==> src/rtl/pipe_adder.sv <==
// Pipelined two's-complement adder/subtractor: the carry chain is cut into STAGES
// equal slices, one slice per stage, behind a valid/ready stream handshake.
module pipe_adder #(
  parameter int WIDTH  = 32,  // >= 2
  parameter int STAGES = 4    // >= 1, must divide WIDTH
) (
  input  logic             clk,
  input  logic             rst,
  input  logic             in_valid,
  output logic             in_ready,
  input  logic [WIDTH-1:0] A,
  input  logic [WIDTH-1:0] B,
  input  logic             Cin,
  input  logic             Sub,
  output logic             out_valid,
  input  logic             out_ready,
  output logic [WIDTH-1:0] Result,
  output logic             Cout,
  output logic             Over,
  output logic             Zero,
  output logic             Neg
);

  localparam int SW = WIDTH / STAGES;
  // Stages 0..STAGES-2 own internal registers; the last stage writes the output ports.
  localparam int PS = (STAGES > 1) ? STAGES - 1 : 1;

  // Internal stage registers (operands are carried forward for the upper slices).
  logic [WIDTH-1:0] a_q [PS];
  logic [WIDTH-1:0] b_q [PS];
  logic [WIDTH-1:0] r_q [PS];
  logic [PS-1:0]    c_q;
  logic [PS-1:0]    v_q;

  // Per-stage view of what each stage consumes and produces this cycle.
  logic [WIDTH-1:0] a_in      [STAGES];
  logic [WIDTH-1:0] b_in      [STAGES];
  logic [WIDTH-1:0] r_in      [STAGES];
  logic [WIDTH-1:0] r_nx      [STAGES];
  logic [SW:0]      slice_sum [STAGES];
  logic [STAGES-1:0] c_in;
  logic [STAGES-1:0] c_nx;
  logic [STAGES-1:0] v_in;

  logic stall;
  logic over_nx;

  assign stall    = out_valid && !out_ready;
  assign in_ready = !rst && !stall;

  // NOTE: every variable written here gets a value before any branch or loop
  // can skip it, so no path leaves a stale value and no latch is inferred.
  always_comb begin
    c_in = '0;
    v_in = '0;
    c_nx = '0;

    // Subtract is A + ~B + ~borrow, so B is inverted once at the entry.
    a_in[0] = A;
    b_in[0] = B ^ {WIDTH{Sub}};
    r_in[0] = '0;
    c_in[0] = Cin ^ Sub;
    v_in[0] = in_valid;

    for (int k = 1; k < STAGES; k++) begin
      a_in[k] = a_q[k-1];
      b_in[k] = b_q[k-1];
      r_in[k] = r_q[k-1];
      c_in[k] = c_q[k-1];
      v_in[k] = v_q[k-1];
    end

    for (int k = 0; k < STAGES; k++) begin
      slice_sum[k] = {1'b0, a_in[k][k*SW +: SW]}
                   + {1'b0, b_in[k][k*SW +: SW]}
                   + {{SW{1'b0}}, c_in[k]};
      r_nx[k]               = r_in[k];
      r_nx[k][k*SW +: SW]   = slice_sum[k][SW-1:0];
      c_nx[k]               = slice_sum[k][SW];
    end
  end

  // Carry into the MSB is recovered as a ^ b ^ sum at that bit position.
  assign over_nx = c_nx[STAGES-1]
                 ^ a_in[STAGES-1][WIDTH-1]
                 ^ b_in[STAGES-1][WIDTH-1]
                 ^ r_nx[STAGES-1][WIDTH-1];

  // NOTE: datapath stage registers have no reset; a clear valid bit marks their
  // contents as meaningless, so resetting them would only add reset fan-out.
  always_ff @(posedge clk) begin
    if (!stall) begin
      for (int k = 0; k < STAGES - 1; k++) begin
        a_q[k] <= a_in[k];
        b_q[k] <= b_in[k];
        r_q[k] <= r_nx[k];
        c_q[k] <= c_nx[k];
      end
    end
  end

  // NOTE: sequential state uses non-blocking assignments so all stages sample
  // the pre-edge values of their neighbours and shift together.
  always_ff @(posedge clk) begin
    if (rst) begin
      v_q       <= '0;
      out_valid <= 1'b0;
      Result    <= '0;
      Cout      <= 1'b0;
      Over      <= 1'b0;
      Zero      <= 1'b0;
      Neg       <= 1'b0;
    end else if (!stall) begin
      for (int k = 0; k < STAGES - 1; k++) begin
        v_q[k] <= v_in[k];
      end
      out_valid <= v_in[STAGES-1];
      // Bubbles leave the last result on the ports instead of stale slice data.
      if (v_in[STAGES-1]) begin
        Result <= r_nx[STAGES-1];
        Cout   <= c_nx[STAGES-1];
        Over   <= over_nx;
        Zero   <= (r_nx[STAGES-1] == '0);
        Neg    <= r_nx[STAGES-1][WIDTH-1];
      end
    end
  end

endmodule

==> config.mk <==
export PLATFORM = sky130hd
export DESIGN_NAME = pipe_adder
export DESIGN_NICKNAME = d
export VERILOG_FILES = /design/src/rtl/pipe_adder.sv
export SDC_FILE = /design/constraint.sdc
export NUM_CORES = 1
export LEC_CHECK = 0
export CORE_MARGIN = 8
export CORE_UTILIZATION = 54
export DETAILED_ROUTE_END_ITERATION = 8
export PLACE_DENSITY = 0.79
export RECOVER_POWER = 25
export SYNTH_ARGS = -nofsm -noshare
export SYNTH_HDL_FRONTEND = slang
export SYNTH_SLANG_ARGS = --single-unit
==> constraint.sdc <==
create_clock -name clk -period 8.1 [get_ports clk]
set_clock_uncertainty 0.05 [all_clocks]
set_input_delay 2.43 -clock clk [delete_from_list [all_inputs] [get_ports clk]]
set_output_delay 2.43 -clock clk [all_outputs]
set_load 0.02 [all_outputs]
The metal 1 layer:
Drawn at 3 px/µm.
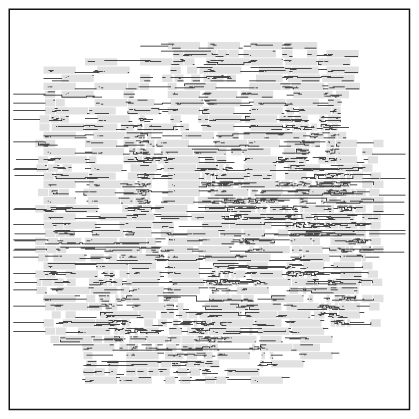
nets with wire on the layer: 688
share of all routed wire: 41%
longest straight run: 39.1 µm
main direction: horizontal
wire length on this layer: 5160 µm

Signal wires on met2:
Drawn at 4 px/µm.
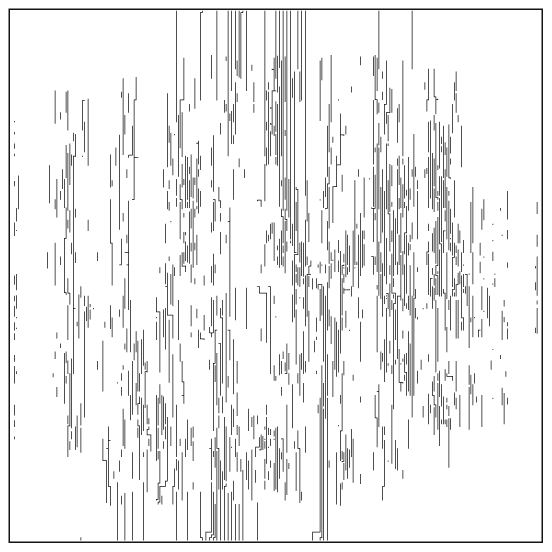
main direction: vertical
wire length on this layer: 6410 µm
longest straight run: 57.0 µm

==> summary.rpt <==
RUN METRICS
----------------------------------------------------
[Drt]
  Via count ........................ 4237
  Met3 WL post-DR ........................ 778 µm
  Post-DR wirelength/cell ........................ ~15 µm
  Number of DRC markers after the initial detailed-route iteration ........................ 248
  Detailed Route WL ........................ 12.6 mm
  Via density per instance ........................ 5.15
  Detailed-routing iteration count for the pre-antenna-repair pass ........................ 4
  Wire length on met1 ........................ 5.16 mm

[Placed design]
  Buffers on Ports ........................ 107
  # placed instances ........................ 790
  Final HPWL DP ........................ 8.86 mm

[Synth]
  Cell taking the most area after synthesis ........................ edfxtp_1
  Top area cells in the synthesized netlist ........................ edfxtp_1, dfxtp_1, xor2_1, ha_1, nand2_1
  Adder and majority cell fraction of the synthesized area ........................ 0.0692
  Top non-seq family ........................ simple AND/OR/NAND/NOR gates
  Count of synthesis-stage warnings from yosys ........................ 0
  Number of standard cells after synthesis ........................ about 520
  Number of flip-flops and latches in the synthesized netlist ........................ 186
  Nets at Floorplan ........................ 628
  FFs w/ async S/R, synth ........................ 0
  Share of the synthesized netlist area taken by xor and xnor gates ........................ 0.0665

[Critical path]
  Capture point of the worst reg-to-reg path ........................ Zero
  Setup crit end ........................ in_ready
  Critical-path cell list ........................ clkdlybuf4s50_1 -> nor2b_1 -> nor2_1 -> clkdlybuf4s50_1
  Worst path max stage delay ........................ 560 ps
  Required time at the worst-slack endpoint ........................ about 5600 ps
  Endpoint class of the critical path ........................ output pin
  Kind of launch point of the worst setup path ........................ primary input
  Internal reg-to-reg setup slack ........................ about 5300 ps
  Critical path launch point ........................ out_ready
  Class of the most critical setup path ........................ primary input to output pin
  Worst path most repeated cell ........................ clkdlybuf4s50_1
  Crit path max-delay cell type ........................ clkdlybuf4s50_1

[Floorplan]
  Area of the die ........................ 0.0177 mm²
  Horizontal die size ........................ 133 µm

[Worst hold path]
  WHS Path Cells ........................ 0
  Source of the worst hold timing path ........................ b_q[0][26]
  Min-Delay Path Class ........................ register to register

[CTS]
  Inserted Clock Buffers ........................ 17
  Maximum buffer depth of the clock tree ........................ 2
  Root Buffer Master ........................ clkbuf_16
  Clock slew at the register clock pins of the worst setup and hold paths ........................ 70 ps
  Clock sink count ........................ 186

[Global routing]
  Met1 capacity usage during global routing ........................ 0.169
  Aggregate global-route resource usage ........................ 0.148
  Maximum number of pins on one net before global-route repair ........................ 94
  Met3 Track Usage GR ........................ 0.0443
  Met2 track demand over resource ........................ 0.252
  Grt total ovfl ........................ 0
  Via count of the first global-routing pass ........................ 4394

[STA]
  Clock period minus final worst setup slack ........................ 6410 ps
  Remaining max-slew budget at the tightest pin ........................ 0.209
  Final max-slew violation count ........................ 0
  RSZ-0062 raised after global routing ........................ false

[Job]
  Number of max-capacitance violations reported ........................ 0

[Final layout]
  Share of the core filled with cells ........................ 0.693
  Layout cells sized above 1 ........................ 0.0619
  Final-layout fill cell count ........................ 924
  Post-route non-filler standard cell count ........................ 822
  Relative area change from synthesis to final layout ........................ 24.9%
  Highest-count logic cell in the final layout ........................ edfxtp_1

[Power and ir drop]
  Power density over the cells ........................ 254 mW/mm²

[Status]
  Outcome ........................ finished clean

----------------------------------------------------
Met3 routing:
Drawn at 2 px/µm.
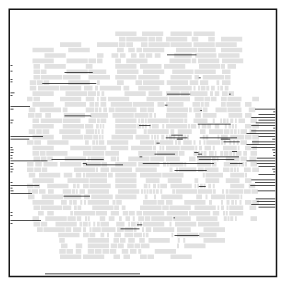
share of all routed wire: 6.2%
wire length on this layer: 779 µm

M4 wires:
Drawn at 2 px/µm.
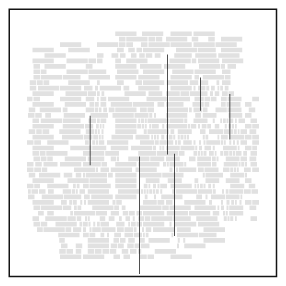
share of all routed wire: 1.7%
longest straight run: 58.5 µm

## through the flow
| step | area [µm²] | setup slack (ps) | hold WS (ps) |
|---|---|---|---|
| 6_report | 9220 | 1690 | 368 |
| 5_1_grt | 9220 | 1560 | 376 |
| 4_1_cts | 9220 | 1680 | 368 |
| 3_5_place_dp | 8610 | 1690 | 355 |
| 3_3_place_gp | 8610 | 1730 | 352 |
| 2_1_floorplan | 7380 | 1520 | 350 |
## cell usage after synthesis, drive strengths merged (8+ instances only)
master / count
nor2: 20
edfxtp: 147
clkbuf: 10
dfxtp: 39
fa: 8
a21oi: 50
o21ai: 9
nand2: 74
xnor2: 13
nor2b: 8
ha: 28
xor2: 43
inv: 20
## sequential cells by signal, indices dropped and copies added, names as in the netlist
name,count
Result,32
Over,1
Zero,1
c_q,3
Cout,1
b_q,48
out_valid,1
v_q,3
r_q,48
a_q,48
## worst max-delay path: cells and delay by family
family	cells	cell delay [ps]
and+or+nand+nor	2	540
buffers and inverters	2	970
## report_power, final
part / internal [W] / total [W] / switching [W]
Combinational: 0.000132 / 0.000268 / 0.000136
Sequential: 0.00119 / 0.00125 / 0.0000531
Clock: 0.000468 / 0.000827 / 0.000360
Total: 0.00179 / 0.00234 / 0.000549
## final cells by class
| cell class | count | area, µm² | area share |
|---|---|---|---|
| inverter | 20 | 80.1 | 0.00869 |
| timing repair buffer | 109 | 1080 | 0.117 |
| tap | 176 | 220 | 0.0239 |
| sequential | 186 | 5190 | 0.563 |
| multi-input combinational | 299 | 2040 | 0.221 |
| clock buffer | 17 | 425 | 0.0461 |
| clock inverter | 15 | 181 | 0.0197 |
Power figures rest on the tool's default switching activity, not on a simulated workload.
